===== src/rtl/alu_result_stage.sv =====
// EX/MEM result stage for the 64-bit ALU: registers the selected result and writeback control, and holds NZVC.
// Optional macro FLAG_BYPASS_EN forwards flags being written this cycle straight onto br_*.
module alu_result_stage #(
    parameter int WIDTH    = 64,
    parameter int REG_BITS = 5
) (
    input  logic                clk,
    input  logic                reset,
    input  logic [WIDTH-1:0]    alu_result,
    input  logic                alu_carry,
    input  logic                alu_overflow,
    input  logic                ex_valid,
    input  logic                set_flags,
    input  logic                ex_reg_write,
    input  logic [REG_BITS-1:0] ex_dest,
    input  logic                stall,
    input  logic                flush,
    output logic [WIDTH-1:0]    mem_result,
    output logic [REG_BITS-1:0] mem_dest,
    output logic                mem_reg_write,
    output logic                mem_valid,
    output logic                flag_n,
    output logic                flag_z,
    output logic                flag_v,
    output logic                flag_c,
    output logic                br_n,
    output logic                br_z,
    output logic                br_v,
    output logic                br_c,
    output logic                ex_zero
);

    logic [WIDTH-1:0]    result_q, result_d;
    logic [REG_BITS-1:0] dest_q, dest_d;
    logic                valid_q, valid_d;
    logic                reg_write_q, reg_write_d;
    logic [3:0]          nzvc_q, nzvc_d;
    logic [3:0]          nzvc_new;
    logic                flag_update;

    assign ex_zero     = ~|alu_result;
    assign nzvc_new    = {alu_result[WIDTH-1], ex_zero, alu_overflow, alu_carry};
    assign flag_update = ex_valid & set_flags & ~stall & ~flush;

    // Priority flush > stall > load; flush keeps result/dest so they stay deterministic.
    always_comb begin
        result_d    = result_q;
        dest_d      = dest_q;
        valid_d     = valid_q;
        reg_write_d = reg_write_q;
        if (flush) begin
            valid_d     = 1'b0;
            reg_write_d = 1'b0;
        end else if (!stall) begin
            result_d    = alu_result;
            dest_d      = ex_dest;
            valid_d     = ex_valid;
            reg_write_d = ex_reg_write & ex_valid;
        end
    end

    always_comb begin
        nzvc_d = nzvc_q;
        if (flag_update) begin
            nzvc_d = nzvc_new;
        end
    end

    always_ff @(posedge clk or posedge reset) begin
        if (reset) begin
            result_q    <= '0;
            dest_q      <= '0;
            valid_q     <= 1'b0;
            reg_write_q <= 1'b0;
            nzvc_q      <= 4'b0000;
        end else begin
            result_q    <= result_d;
            dest_q      <= dest_d;
            valid_q     <= valid_d;
            reg_write_q <= reg_write_d;
            nzvc_q      <= nzvc_d;
        end
    end

    assign mem_result    = result_q;
    assign mem_dest      = dest_q;
    assign mem_valid     = valid_q;
    assign mem_reg_write = reg_write_q;
    assign {flag_n, flag_z, flag_v, flag_c} = nzvc_q;

`ifdef FLAG_BYPASS_EN
    // Same-cycle forwarding lets a B.cond right behind a flag setter resolve without a bubble.
    assign {br_n, br_z, br_v, br_c} = flag_update ? nzvc_new : nzvc_q;
`else
    assign {br_n, br_z, br_v, br_c} = nzvc_q;
`endif

endmodule


===== config.mk =====
export PLATFORM = sky130hd
export DESIGN_NAME = alu_result_stage
export DESIGN_NICKNAME = d
export VERILOG_FILES = /design/src/rtl/alu_result_stage.sv
export SDC_FILE = /design/constraint.sdc
export NUM_CORES = 1
export LEC_CHECK = 0
export ABC_AREA = 1
export CAP_MARGIN = 20
export CELL_PAD_IN_SITES_DETAIL_PLACEMENT = 0
export CELL_PAD_IN_SITES_GLOBAL_PLACEMENT = 1
export CORE_MARGIN = 2
export CORE_UTILIZATION = 30
export DETAILED_ROUTE_END_ITERATION = 8
export GPL_TIMING_DRIVEN = 0
export PLACE_DENSITY_LB_ADDON = 0.1
export SETUP_SLACK_MARGIN = 0.3
export SLEW_MARGIN = 20
export SYNTH_ARGS = -nofsm -noshare
export SYNTH_HDL_FRONTEND = slang
export SYNTH_SLANG_ARGS = --single-unit

===== constraint.sdc =====
create_clock -name clk -period 4 [get_ports clk]
set_input_delay 0.8 -clock clk [delete_from_list [all_inputs] [get_ports clk]]
set_output_delay 0.8 -clock clk [all_outputs]
set_load 0.02 [all_outputs]

**Nets reached from selected ports**

Drawn at 4 px/um.
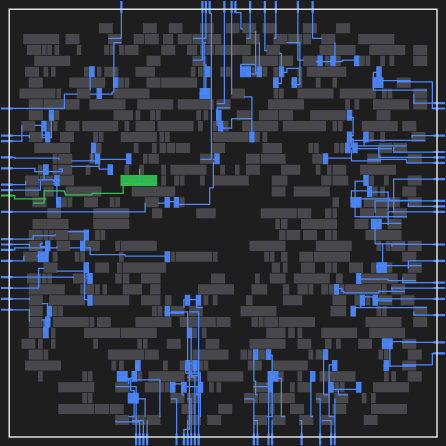
Key: blue = alu_result [bits 64, direction input, end cells 93, wire 1580 um]; green = br_n [bits 1, direction output, end cells 1, wire 50.7 um]
Port Buffer Count: 157
I/O pin cnt: 158

**Sequential cells colored by netlist name**

Drawn at 2 px/um.
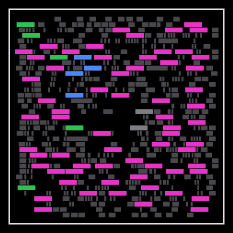
Key: green = mem_dest [sequential cells 5]; blue = nzvc_q [sequential cells 4]; magenta = mem_result [sequential cells 64, where all over the die]
Another 2 sequential cells are not colored.
share of the final layout cell area in sequential cells: 36.2%
area used by sequential logic in the layout: 1880 um^2
seq pwr: 903 uW
utilization after layout: 50.5%

==> GITHUB_STEP_SUMMARY <==
## PnR job results

| Metric | Value |
|---|---|
| Vias in the first global route | `2880` |
| Commonest non-fill, non-tap cell in the layout | `sky130_fd_sc_hd__nand2_1` |
| Final-stage net count | `631` |
| Cells in synth_stat.txt | `384` |
| Highest-count cells in the layout ignoring fill and taps | `sky130_fd_sc_hd__nand2_1, sky130_fd_sc_hd__clkdlybuf4s50_1, sky130_fd_sc_hd__dfrtp_1, sky130_fd_sc_hd__nor2_1, sky130_fd_sc_hd__clkbuf_8` |
| Count of pins over their slew limit | `0` |
| Core Box Area | `10300 um^2` |
| Fill cell count | `~1100` |
| Number of logged tool warnings | `26` |
| Worst max-slew margin expressed relative to the limit | `72.1%` |
| Violation tally from detailed-route iteration zero | `approximately 110` |
| Area post-placement | `4930 um^2` |
| Yosys synthesis warning count | `0` |
| Post-Synth XOR/XNOR Area | `0%` |
| FF+latch count, synth | `75` |
| Count of endpoints failing setup in the final report | `0` |
| Clock transition time at the flip-flop clock pins of the worst setup and hold paths | `around 0.080 ns` |
| Kind of start point of the critical path | `input pin` |
| Final Routed Wirelength | `8.96 mm` |
| Largest delay share family, worst path | `buffers and inverters` |
| Worst R2R Setup Slack | `3.36 ns` |
| Synthesized area divided by synthesized cell count | `just over 8 um^2` |
| Max H-tree Level | `3` |
| Sinks on the clock net | `75` |
| Cell depth of the worst hold path | `2` |
| Average wire length per cell after detail routing | `roughly 13 um` |
| Leak Pwr | `2.51 nW` |
| Starting Density | `30.7%` |
| Number of diodes added for antenna fixing | `0` |
| Total number of placement rows | `37` |
| Number of detailed-route iterations in the first pass | `4` |
| Highest ir drop seen on vdd | `0.000168 V` |
| Remaining DRCs | `0` |
| Global-route wire length before repair | `14.2 mm` |
| Critical path data required time | `around 3.2 ns` |
| Number of max-capacitance violations reported | `0` |
| Global routing usage summed across all routing layers | `16.0%` |
| Post CTS Setup Buffer Count | `0` |
| CTS tree | `built` |
| Part of the cycle the worst path needs | `83.4%` |
| Internal Pwr Total | `1.61 mW` |
| Reg-to-reg endpoint | `nzvc_q[3]` |
| CP Capture Type | `primary output` |
| Post-Synth Simple-Gate Area | `33.0%` |
| Cell type with the highest occurrence count on the critical path | `sky130_fd_sc_hd__nor2_1` |
| TritonCTS Buffers | `9` |
| Post-Synth AOI/OAI Area | `1.27%` |
| Clock tree skew after final layout | `0 ns` |
| Sequential cell area fraction in the yosys report | `59.5%` |
| Minimum setup slack in the final design | `roughly 0.67 ns` |
| Maximum buffer depth of the clock tree | `2` |
| Hold wc startpoint | `mem_result[60]` |
| Horizontal die dimension | `107 um` |
| Worst-Margin Slew | `0.419 ns` |
| Achievable Freq | `0.300 GHz` |
| Logic pwr share | `25.9%` |
| Synth Net Count | `462` |
| Seq pwr share | `a little over 40%` |
| Cells traversed along the worst timing path | `clkdlybuf4s50_1, nor2_1, nand3_1, nor2_1, nand2_1, nor2_1, and2_1, clkdlybuf4s50_1` |
| CP peak stage delay | `0.61 ns` |
| Sum of overflow across all layers after global routing | `0` |
| Routed vias | `between 2000 and 3000` |
| Part of the total power dissipated in the clock network | `33.8%` |
| Worst Hold Path EP | `mem_result[60]` |
| Power density over the cells | `431 nW/um^2` |
| Status | `finished, final reports clean` |
| Count of antenna-violating nets left after detailed routing | `0` |
| Net load switching power | `between 600 and 700 uW` |
| Multiplexer share | `0%` |
| Clock latency on the worst-skew pair | `0.34 ns` |
| Ratio of cells with drive above 1 in the final layout | `under 10%` |
| Initial antenna violation count | `0` |
| Post-synthesis cell count | `384` |
| Switching share of total power | `between 20 and 30%` |
| Fa+ha+maj area frac | `0%` |
| Area growth from synthesis to layout | `64.4%` |
| Vias per cell | `about 4.2` |
| Largest family of logic cells by area | `simple AND/OR/NAND/NOR gates` |
| Path depth of the worst reg2reg path | `2` |
| Post-Place Setup Slack | `0.581 ns` |
| Weighted congestion at the end of routability-driven global placement | `~0.75` |
| Unrepaired setup endpoints after global routing | `no` |
| Pin count of the biggest net entering global routing | `46` |
| Maximum net fanout on the critical path | `2` |
| Summed standard-cell area reported by yosys | `3160 um^2` |
| Number of different library cells in the post-synthesis netlist | `13` |
| Area of the mapped netlist | `3160 um^2` |
| Cell type of the slowest stage on the worst timing path | `sky130_fd_sc_hd__clkdlybuf4s50_1` |
| Path type of the worst setup path | `in2out` |
| Post-cts repair resize count | `0` |
| Worst flop-to-flop path startpoint | `nzvc_q[3]` |
| Clock root buffer | `sky130_fd_sc_hd__clkbuf_8` |
| CP arrival | `2.53 ns` |
| Buffers and inverters on the worst path | `2` |
| Post-Layout Inst Area | `between 5000 and 6000 um^2` |
| Die Span Y | `107 um` |
| Post-cts hold buffer count | `0` |
| Type of the tightest min-delay check | `reg2reg` |
| Die footprint | `11400 um^2` |
| Hold Vio Cnt, Final | `0` |
| Period minus WS final | `about 3.3 ns` |
| Final HPWL DP | `6.68 mm` |
**Selected gate families**

Drawn at 4 px/um.
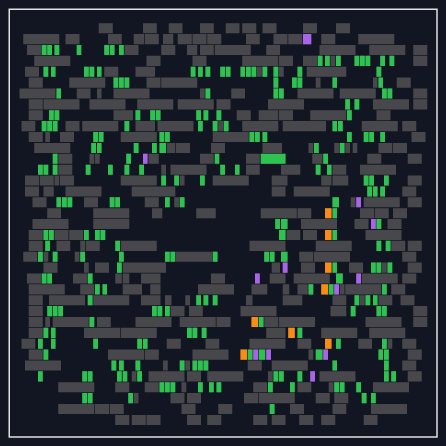
Key: green = NAND gates [cells 230, where all over the die]; purple = inverters [cells 12]; orange = inverting AOI/OAI gates [cells 8]
Final Instance Count excl. Fillers: 694
logic gate fraction of the total cell area: 20.9%

final cells by class:
| type | instances | area [um^2] | share of cell area [%] |
|---|---|---|---|
| multi-input combinational | 278 | 1080 | 20.9 |
| buffer | 19 | 151 | 2.92 |
| clock inverter | 4 | 95.1 | 1.83 |
| tap | 136 | 170 | 3.28 |
| timing repair buffer | 158 | 1600 | 30.8 |
| clock buffer | 12 | 165 | 3.18 |
| sequential | 75 | 1880 | 36.2 |
| inverter | 12 | 47.5 | 0.917 |
cells in the mapped netlist:
library cell              number  share of area (%)
sky130_fd_sc_hd__nand3_1       8                1.3
sky130_fd_sc_hd__and2_1        1               0.20
sky130_fd_sc_hd__inv_2         2               0.24
sky130_fd_sc_hd__o21ai_0       8                1.3
sky130_fd_sc_hd__inv_1        10                1.2
sky130_fd_sc_hd__buf_6         5                1.8
sky130_fd_sc_hd__nand2_1     221                 26
sky130_fd_sc_hd__nor2_1       38                4.5
sky130_fd_sc_hd__dfrtp_1      75                 59
sky130_fd_sc_hd__nand3_4       1               0.56
sky130_fd_sc_hd__buf_2         4               0.63
sky130_fd_sc_hd__nor2_2        1               0.20
sky130_fd_sc_hd__buf_4        10                2.4
worst register-to-register path, cell delays in order (launching register included):
cell and delay (ns):
sky130_fd_sc_hd__dfrtp_1 0.41, sky130_fd_sc_hd__nand2_1 0.08, sky130_fd_sc_hd__nand2_1 0.05
per-stage QoR:
| step | TNS [ns] | power (mW) | hold WS (ns) | std cells | util [%] |
|---|---|---|---|---|---|
| final | 0 | 2.24 | 0.470 | 694 | 50.5 |
| after global routing | 0 | 2.35 | 0.496 | 694 | 50.5 |
| after CTS | 0 | 2.27 | 0.477 | 694 | 50.5 |
| after detailed placement | 0 | 1.50 | 0.457 | 678 | 47.9 |
| after global placement | -13.82 | 1.50 | 0.452 | 677 | 47.7 |
| after floorplan | 0 | 1.17 | 0.577 | 384 | - |
cell families (layout without fill, tap and decap cells):
group	after synthesis	after routing
compound gates	8	8
simple gates	270	270
buf+inv	31	205
flops	75	75
worst max-delay path by stage:
stage                   start             to  slack (ns)  cells past startpoint
3_5_place_dp   alu_result[12]        ex_zero        0.58                      8
4_1_cts        alu_result[12]        ex_zero        0.58                      8
3_3_place_gp            reset  mem_result[5]       -0.19                      2
2_1_floorplan           reset    mem_dest[0]        1.29                      1
6_report       alu_result[12]        ex_zero        0.67                      8
5_1_grt        alu_result[12]        ex_zero        0.50                      8
state kept, by name (all words and copies together) (netlist names):
register and flops:
mem_result 64, mem_valid 1, nzvc_q 4, mem_dest 5
mem_reg_write 1
per-layer routing:
metal / up-vias / share of wire (%) / GRT usage, %
met5: - / 0 / 0
met4: 0 / 1.5 / 6.12
met3: 10 / 7.1 / 4.35
met2: 97 / 46 / 25.9
met1: 1309 / 45 / 20.4
li1: 1489 / - / -
power by group through the flow:
stage / logic (mW) / clock network, mW / registers [mW]
4_1_cts: 0.589 / 0.777 / 0.904
2_1_floorplan: 0.138 / 0 / 1.03
3_5_place_dp: 0.588 / 0 / 0.917
6_report: 0.579 / 0.755 / 0.903
5_1_grt: 0.625 / 0.811 / 0.916
3_3_place_gp: 0.583 / 0 / 0.915
Power and IR drop assume default switching activity.
